cell_classes.png
(1.5 px per micron) Fill, decap, tap and diode cells in gray.
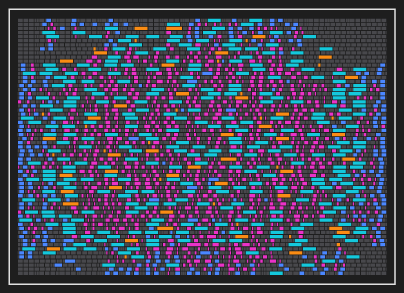
met2.png
(1.5 px per micron) Cells faint in the background.
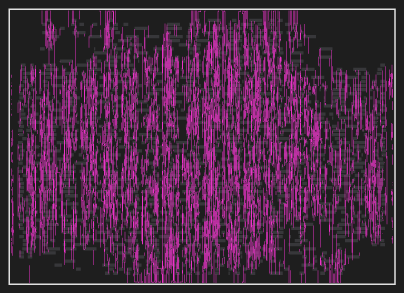
final_clocks.png
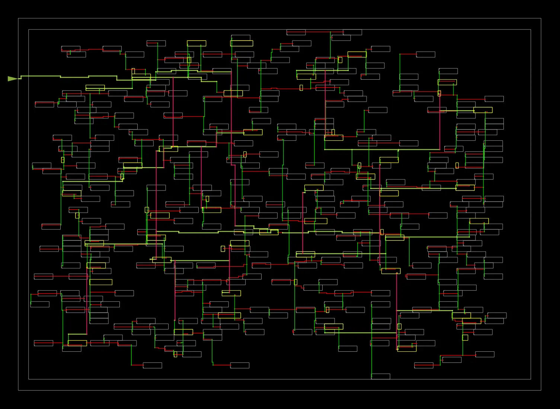
clock_map.png
(2 px per micron)
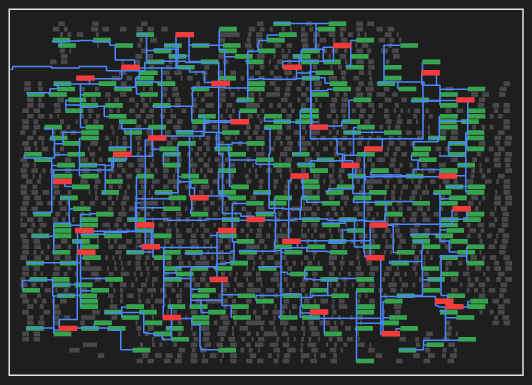
pins.png
(1 px per micron) Pins as bars across the die edge, other pins in gray.
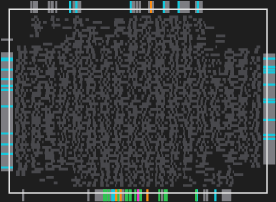
[src/rtl/gpio_in_conditioner.sv]
// Pad input conditioner: 2-flop sync, prescaled debounce, edge strobes, sticky pending flags, irq.
// Latency 3+thresh edges at presc 0 (3 in bypass); no backpressure, every input is sampled each cycle.
module gpio_in_conditioner #(
    parameter int WIDTH = 32,
    parameter int CNT_W = 4,
    parameter int PRE_W = 16
) (
    input  logic             wb_clk_i,
    input  logic             wb_rst_ni,
    input  logic [WIDTH-1:0] pin_i,
    input  logic             bypass_i,
    input  logic [PRE_W-1:0] presc_i,
    input  logic [CNT_W-1:0] thresh_i,
    input  logic [WIDTH-1:0] rise_en_i,
    input  logic [WIDTH-1:0] fall_en_i,
    input  logic [WIDTH-1:0] pend_clr_i,
    output logic [WIDTH-1:0] gpi_o,
    output logic [WIDTH-1:0] rise_o,
    output logic [WIDTH-1:0] fall_o,
    output logic [WIDTH-1:0] pend_o,
    output logic             irq_o
);

    logic [WIDTH-1:0]            sync1;
    logic [WIDTH-1:0]            sync2;
    logic [WIDTH-1:0]            stable;
    logic [WIDTH-1:0]            stable_nxt;
    logic [WIDTH-1:0]            prev;
    logic [WIDTH-1:0]            pend;
    logic [WIDTH-1:0]            pend_nxt;
    logic [WIDTH-1:0][CNT_W-1:0] cnt;
    logic [WIDTH-1:0][CNT_W-1:0] cnt_nxt;
    logic [PRE_W-1:0]            pc;
    logic                        tick;

    always_ff @(posedge wb_clk_i or negedge wb_rst_ni) begin
        if (!wb_rst_ni) begin
            sync1 <= '0;
            sync2 <= '0;
        end else begin
            sync1 <= pin_i;
            sync2 <= sync1;
        end
    end

    // >= rather than == so that lowering presc_i mid-count wraps immediately
    assign tick = (pc >= presc_i);

    always_ff @(posedge wb_clk_i or negedge wb_rst_ni) begin
        if (!wb_rst_ni) begin
            pc <= '0;
        end else if (tick) begin
            pc <= '0;
        end else begin
            pc <= pc + PRE_W'(1);
        end
    end

    always_comb begin
        stable_nxt = stable;
        cnt_nxt    = cnt;
        for (int i = 0; i < WIDTH; i++) begin
            if (bypass_i) begin
                stable_nxt[i] = sync2[i];
                cnt_nxt[i]    = '0;
            end else if (sync2[i] == stable[i]) begin
                cnt_nxt[i] = '0;
            end else if (tick) begin
                if (cnt[i] == thresh_i) begin
                    stable_nxt[i] = sync2[i];
                    cnt_nxt[i]    = '0;
                end else begin
                    cnt_nxt[i] = cnt[i] + CNT_W'(1);
                end
            end
        end
    end

    always_ff @(posedge wb_clk_i or negedge wb_rst_ni) begin
        if (!wb_rst_ni) begin
            stable <= '0;
            prev   <= '0;
            cnt    <= '0;
        end else begin
            stable <= stable_nxt;
            prev   <= stable;
            cnt    <= cnt_nxt;
        end
    end

    assign rise_o = stable & ~prev;
    assign fall_o = ~stable & prev;

    // A set in the same cycle as a clear leaves the flag set
    assign pend_nxt = (pend & ~pend_clr_i) | (rise_o & rise_en_i) | (fall_o & fall_en_i);

    always_ff @(posedge wb_clk_i or negedge wb_rst_ni) begin
        if (!wb_rst_ni) begin
            pend <= '0;
        end else begin
            pend <= pend_nxt;
        end
    end

    assign gpi_o  = stable;
    assign pend_o = pend;
    assign irq_o  = |pend;

endmodule

[config.mk]
export PLATFORM = sky130hd
export DESIGN_NAME = gpio_in_conditioner
export DESIGN_NICKNAME = d
export VERILOG_FILES = /design/src/rtl/gpio_in_conditioner.sv
export SDC_FILE = /design/constraint.sdc
export NUM_CORES = 1
export LEC_CHECK = 0
export ABC_CLOCK_PERIOD_IN_PS = 3700
export CAP_MARGIN = 20
export CELL_PAD_IN_SITES_DETAIL_PLACEMENT = 2
export CELL_PAD_IN_SITES_GLOBAL_PLACEMENT = 2
export CORE_ASPECT_RATIO = 0.7
export CORE_MARGIN = 5
export CORE_UTILIZATION = 37
export CTS_BUF_LIST = sky130_fd_sc_hd__clkbuf_16
export CTS_CLUSTER_DIAMETER = 80
export DETAILED_ROUTE_END_ITERATION = 12
export PLACE_DENSITY = 0.93
export SYNTH_ARGS = -nofsm -noshare
export SYNTH_HDL_FRONTEND = slang
export SYNTH_SLANG_ARGS = --single-unit
export TNS_END_PERCENT = 5
[constraint.sdc]
create_clock -name wb_clk_i -period 3.7 [get_ports wb_clk_i]
set_clock_uncertainty 0.05 [all_clocks]
set_input_delay 0.74 -clock wb_clk_i [delete_from_list [all_inputs] [get_ports wb_clk_i]]
set_output_delay 0.74 -clock wb_clk_i [all_outputs]
set_load 0.05 [all_outputs]
==> impl_metrics.toml <==
# synthesis and place-and-route metrics
[clock_tree]
cts.sinks = 304
cts_resized = 1
clk_latency_ns = 0.53

[routing]
drt_iter0_markers = 707
vias_per_cell = 5.54

[die]
die_w_microns = 256
core_sq_um = 42200

[status]
status = "finished clean"

[final_timing]
worst_pin_slew_ns = 0.807
finalHoldViolations = 0
timing.final.crit_share_pct = 94.7
worst_slack_ns = 0.196

[placed_design]
gp_congestion = 0.814
hpwl_microns = 38100
placed_cell_area_sq_um = 19200
dp.cells = 2301
dp_slack_ns = -0.00654

[power_and_ir_drop]
power_frac_clock_pct = 31.4
internal_power_mw = 7.04
clk-power_mw = 3.55

[synthesis]
yosys-stat-area_sq_um = 15700
synth.top_cell.area_share_pct = 48.5
simple_gate_area_share_pct = 17.7
ys_sh_mux_pct = 2.93
netlist_area_sq_um = 15700
edf_count = 0
area_leaders = "dfrtp_1 48%, xnor2_1 5.6%, xor2_1 4.1%"
synth_flops = 304

[critical_path]
rr_worst_depth = 9
r2r_end = "cnt[51]$_DFFE_PN0P_"
cpMaxStageDelayCell = "nand4_1"
path_buffers = 1

[hold_path]
hold_path.class = "input pin to asynchronous set/reset pin"

[finish]
area_growth_pct = 29.5
fill_cells = 4274
final_cells = 2363
fin_area_sq_um = 20300

[grt]
grt.total_usage_pct = 23.4
About cell_classes.png:
| color | class | cells |
|---|---|---|
| orange | clock drivers and dummy loads | 62 |
| magenta | all other logic | 1141 |
| blue | other buffers and delay cells | 304 |
| cyan | flip-flops | 304 |

About met2.png:
longest straight run: 67.3 microns
share of all routed wire: 51%
nets with wire on the layer: 1904
wire length on this layer: 28.4 mm
M2 GR Usage: 42.4%
via count: 13100
Total Wirelength: 55500 microns

About final_clocks.png:
flop count: 304
Clock buffer cells: 37
TritonCTS buffer count: 35

About clock_map.png:
[blue] clock wires | length: 4810 microns
[red] cells driving clock nets | count: 35
[green] flip-flops | count: 304
routed clock nets: 36
flops lie: all over the die

About pins.png:
| color | port | pins | direction | edge |
|---|---|---|---|---|
| orange | `thresh_i` | 4 | input | 3 bottom, 1 top |
| green | `presc_i` | 16 | input | bottom |
| magenta | `bypass_i` | 1 | input | bottom |
| cyan | `gpi_o` | 32 | output | 11 left, 10 right, 6 top, 5 bottom |

==> metal layers <==
| layer | track usage [%] | wire length [microns] | share of wire (%) |
|---|---|---|---|
| met1 | 28.6 | 23200 | 42 |
| met2 | 42.4 | 28400 | 51 |
| met3 | 4.47 | 2580 | 4.7 |
| met4 | 6.45 | 1270 | 2.3 |
| met5 | 0 | 0 | 0 |
==> state kept, by name, indices dropped and copies added, names as in the netlist <==
register  flops
pc           16
cnt         128
sync1        32
pend_o       32
gpi_o        32
prev         32
sync2        32
==> area by class of cell <==
type                    count  area [sq um]  area share (%)
flip-flops and latches    304          7610            37.4
multi-input cells        1082          7560            37.2
repair buffers            304          3100            15.3
clock buffers              37           926            4.56
well taps                 552           691            3.40
inverters                  59           221            1.09
clock inverters            25           210            1.03
